Fig. 1: run 1, zoomed window
Region (40, 51) to (70, 81) um. Cells in grey, sequential cells in the stronger grey; small squares are vias.
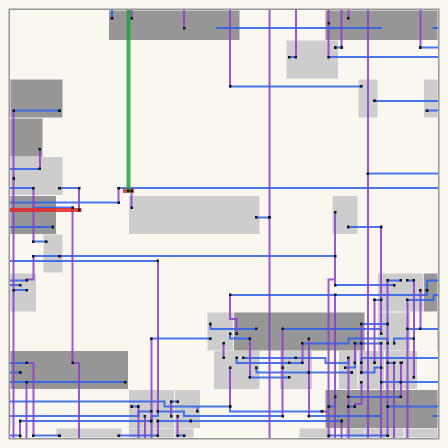
Fig. 2: run 1, wiring by layer
(3 px per um) Two of the layers only.
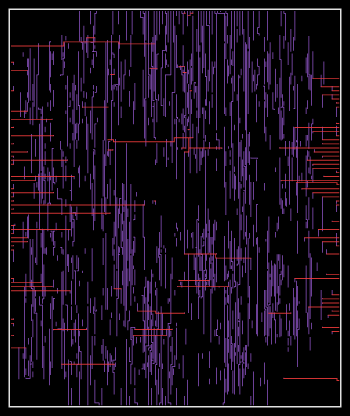
Fig. 3: run 1, wire density map
(2 px per um) The die is cut into 22 by 26 equal tiles; dark purple is low, yellow is high, scaled to the fullest tile. Values are wire area over tile area, all layers added.
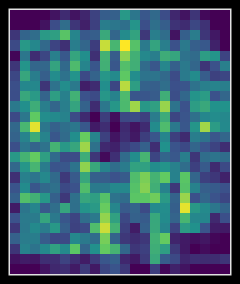
Design alu_bist_driver, sky130hd; sources not shown.
==> impl_metrics.py, run 1 <==
# Auto-generated metrics
metrics = {
    "job": {
        "cap_violations": 0,
    },
    "synthesis": {
        "ys_chip_area_mm2": 0.005205,
        "ys_ff": 120,
        "synthDominantCellAreaShare_pct": 57.69,
        "syn_area_mm2": 0.005205,
        "syn_nets": 534,
        "synth_cells": 495,
    },
    "worst_setup_path": {
        "regToRegSetupSlack_ns": 1.40,
        "cp_top_family": "buffers and inverters",
        "path_class": "in -> reg",
        "crit_arrival_ns": 2.69,
    },
    "route": {
        "final_antenna_net_count": 0,
        "drt_iter0_markers": 274,
        "first_pass_iters": 4,
        "vias_per_cell": 5.130,
    },
    "floorplan": {
        "die_area_mm2": 0.01452,
        "num_rows": 46,
        "die_h_um": 132,
        "core_mm2": 0.01318,
    },
    "clock_network": {
        "cts.sinks": 120,
        "ctsHoldBuffers": 0,
        "cts_htree_levels": 4,
        "post_cts_buffers": 0,
        "cts.clk_slew.worst_paths_ns": 0.06,
        "clock.latency.late_pin_ns": 0.41,
        "cts-resized-gates": 0,
    },
    "power": {
        "powerDensity_mw_per_mm2": 897.9,
        "power_leakage_nw": 3.246,
    },
    "sta": {
        "fin_crit_ns": 2.391,
        "max_slew_margin_pct": 59.73,
        "fmax_mhz": 418.2,
        "fin_ws_ns": 1.209,
        "rsz0062_at_grt": "false",
        "fin_crit_sh_pct": 66.43,
    },
    "cells_and_area": {
        "fin_nets": 707,
        "drive_above_1_share_pct": 8.664,
        "syn_to_final_growth_pct": 45.82,
    },
    "status": {
        "status": "finished clean",
    },
    "worst_hold_path": {
        "min_path_type": "in -> async",
    },
    "placement": {
        "dp_hpwl_um": 10230,
    },
}
Notes on Fig. 1 above:
met4 -> green
met3 -> red
met2 -> purple
met1 -> blue
cells with their middle in the window = 22
most frequent = dfrtp_1 (5)
sequential cells in the window = 5

Notes on Fig. 2 above:
met3 -> red  # wire length 817 um
met2 -> purple  # wire length 7050 um
WL per Instance: 16.97 um
WL final: 14410 um
total track usage: 20.69%
Vias: 4355

Notes on Fig. 3 above:
tiles over half the peak = 23%
mean over tiles = 0.16
nearly empty tiles = 5.4%

run 1: kinds of logic (layout without fill, tap and decap cells):
group                    after synthesis  count (layout)  synth area share, %
flip-flops                           120             120                57.69
XOR/XNOR                              46              46                7.740
adder cells (fa/ha/maj)                3               3               0.7212
multiplexers                           1               1               0.2163
AND/OR/NAND/NOR                      162             162                14.47
AND-OR/OR-AND                        129             129                15.89
buffers and inverters                 34             220                3.269
run 1: synth_stat cells, drive strengths merged:
library cell	number
dfrtp	120
nand2	99
o21ai	64
xnor2	41
a22o	32
clkbuf	15
buf	13
nor2	13
a21oi	11
nand4	10
nand3	9
inv	6
nor3	5
o31ai	5
or4	5
xor2	5
a31o	4
a31oi	4
nand2b	4
a21o	3
ha	3
nor4	3
or3	3
a211oi	2
and2	2
and3	2
and4	2
nor2b	2
o21a	2
a2111oi	1
a21boi	1
and3b	1
and4b	1
mux2	1
or2	1
run 1: power breakdown:
group	switching [W]	total [W]	leakage (nW)	internal, W
Clock	0.000630	0.00174	0.292	0.00111
Sequential	0.000481	0.00236	1.53	0.00188
Combinational	0.00125	0.00272	1.43	0.00147
Total	0.00236	0.00681	3.25	0.00446
run 1: cell usage in the layout (no fill, tap or decap), drive strengths merged, types with 2 or more instances in the layout:
master / n
nand2: 99
nor2: 13
nand3: 9
ha: 3
a31oi: 4
xnor2: 41
and4: 2
inv: 7
a21oi: 11
and2: 2
a211oi: 2
a31o: 4
nor3: 5
nand2b: 4
o21a: 2
a22o: 32
a21o: 3
or3: 3
nor2b: 2
nor4: 3
nand4: 10
or4: 5
dfrtp: 120
buf: 15
clkdlybuf4s50: 152
clkinv: 7
clkbuf: 33
o31ai: 5
and3: 2
bufinv: 3
xor2: 5
clkinvlp: 3
o21ai: 64
run 1: worst register-to-register path, stage by stage (launching register included):
cell      delay, ns
dfrtp_1        0.39
inv_1          0.10
ha_1           0.19
and4b_1        0.27
nor2_1         0.09
a21oi_2        0.40
clkbuf_1       0.43
o21ai_0        0.17
nand2_1        0.10
run 1: per-stage QoR:
stage	area (um2)	power, W	cells
3_3_place_gp	6947	0.005069	816
6_report	7590	0.006815	849
5_1_grt	7590	0.007250	849
2_1_floorplan	5205	0.003610	495
3_5_place_dp	6975	0.005117	817
4_1_cts	7590	0.006893	849
run 1: per-layer routing:
metal / vias up / global-route usage, %
li1: 2076 / -
met2: 126 / 32.75
met5: - / 0
met1: 2141 / 26.77
met3: 12 / 5.932
met4: 0 / 7.525
run 1: cell type report:
type | count | area, um2
Fill cell | 1160 | 5590
Sequential cell | 120 | 3003
Multi-Input combinational cell | 341 | 2032
Timing Repair Buffer | 154 | 1560
Clock buffer | 18 | 439.2
Tap cell | 168 | 210.2
Clock inverter | 14 | 175.2
Buffer | 28 | 147.6
Inverter | 6 | 22.52
Fig. 4: run 1, cell placement
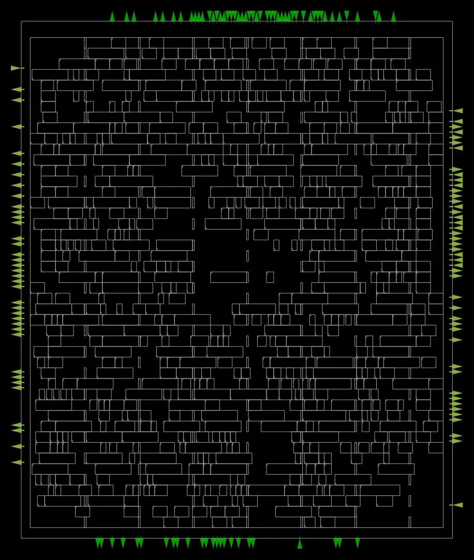

==> run 2: changes to the inputs <==
clock period = 2 ns   (was 3.6 ns; I/O delays follow)
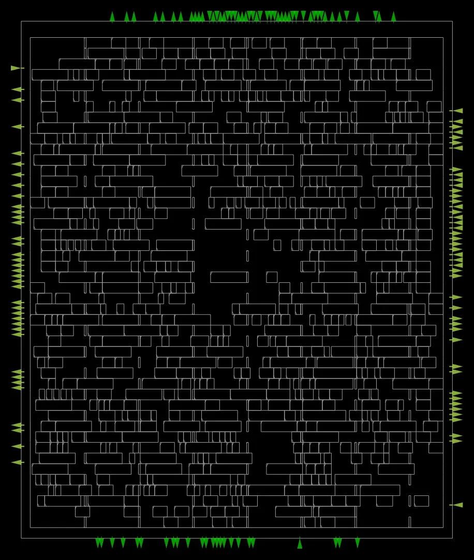
Fig. 5. Cell placement (run 2).
num sequential: 120
tap cells: 168
Final Util: 58.91%
filler instances: 1148
row count: 46

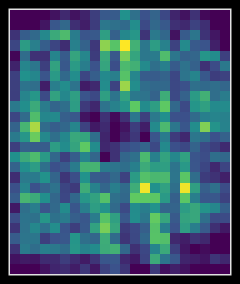
Fig. 6. Wire density map (run 2).
(2 px per um) The die is cut into 22 by 26 equal tiles; dark purple is low, yellow is high, scaled to the fullest tile. Values are wire area over tile area, all layers added.
tiles over half the peak = 21%
nearly empty tiles = 5.8%
fullest tile = 0.47
mean over tiles = 0.16
total track usage: 20.97%
WL per Instance: 17.22 um
WL final: 14760 um

==> impl_metrics.py, run 2 <==
# Auto-generated metrics
metrics = {
    "placement": {
        "dpl.cell_count": 817,
    },
    "global_route": {
        "gr-max-usage-layer": "met2",
        "use_met2_pct": 33.20,
    },
    "route": {
        "via_count": 4390,
        "drt_iter0_markers": 279,
    },
    "sta": {
        "fmax_mhz": 484.5,
        "fin_ws_ns": -0.06409,
        "max_slew_margin_pct": 60.04,
        "fin_crit_ns": 2.064,
        "fin_crit_sh_pct": 103.2,
        "setup_viol": 22,
    },
    "status": {
        "failed_checks": "negative setup slack",
        "status": "complete, but fails checks",
    },
    "cells_and_area": {
        "layout_top_cells": "clkdlybuf4s50_1 (152), dfrtp_1 (117), nand2_1 (98)",
        "fin_nets": 715,
        "drive_above_1_share_pct": 12.77,
    },
    "clock_network": {
        "clock.latency.late_pin_ns": 0.41,
        "cts_htree_levels": 4,
        "cts.clk_slew.worst_paths_ns": 0.06,
    },
    "synthesis": {
        "async_reset_ff_share_pct": 100.0,
    },
    "power": {
        "powerDensity_mw_per_mm2": 1606,
    },
}
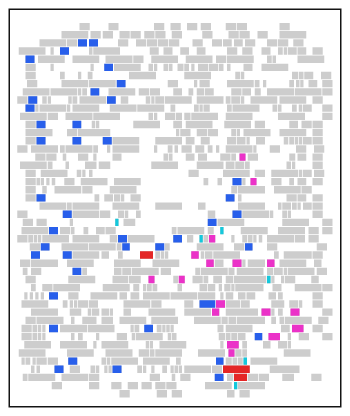
Fig. 7. Gate families picked out (run 2).
(3 px per um)
AND-OR and OR-AND gates -> blue  # cells 41, most used a22o_1
AND and OR gates -> magenta  # cells 17
adder and majority cells -> red  # cells 3, most used ha_1
inverters -> cyan  # cells 6, most used inv_1
most numerous logic cell after layout: clkdlybuf4s50_1
Comb/total area: 27.10%
Non-Filler Instances: 857

## run 2: report_power, final
| group | internal, W | switching (W) |
|---|---|---|
| Sequential | 0.00338 | 0.000878 |
| Clock | 0.00200 | 0.00114 |
| Combinational | 0.00278 | 0.00230 |
## run 2: cell families after synthesis
logic type | synth area share, %
AND/OR/NAND/NOR | 14.47
AND-OR/OR-AND | 15.89
flip-flops | 57.69
multiplexers | 0.2163
adder cells (fa/ha/maj) | 0.7212
buffers and inverters | 3.269
XOR/XNOR | 7.740
## run 2: final cells by class
type	count	area (um2)
fill	1148	5415
sequential	120	3007
multi-input combinational	341	2105
timing repair buffer	162	1623
clock buffer	18	439.2
tap	168	210.2
buffer	28	183.9
clock inverter	14	175.2
inverter	6	22.52
## run 2: per-stage QoR
step                      instance area, um2  setup TNS [ns]
after floorplan                         5205               0
after global placement                  6947         -527.31
after detailed placement                6975          -20.72
after CTS                               7692        -0.04235
after global routing                    7765          -4.309
final                                   7765         -0.3663
## run 2: critical path, delay by kind of cell (launching register included)
kind / cells / cell delay [ns]
multiplexers: 1 / 0.27
AND/OR/NAND/NOR: 4 / 0.99
buffers and inverters: 2 / 0.29
flip-flops: 1 / 0.40
## run 2: routing by layer
| layer | wire length, um | vias to the layer above |
|---|---|---|
| met5 | 0 | - |
| li1 | - | 2096 |
| met4 | 206 | 0 |
| met3 | 881 | 14 |
| met1 | 6389 | 2142 |
| met2 | 7283 | 138 |
## run 2: repair_timing
action,in CTS,in global routing
setup buffers,4,3
hold buffers,1,0
gates resized,18,23
pin swaps,1,1
endpoints found under the setup margin,72,92
endpoints found under the hold margin,58,0
Power is estimated from default activity; no workload was simulated.
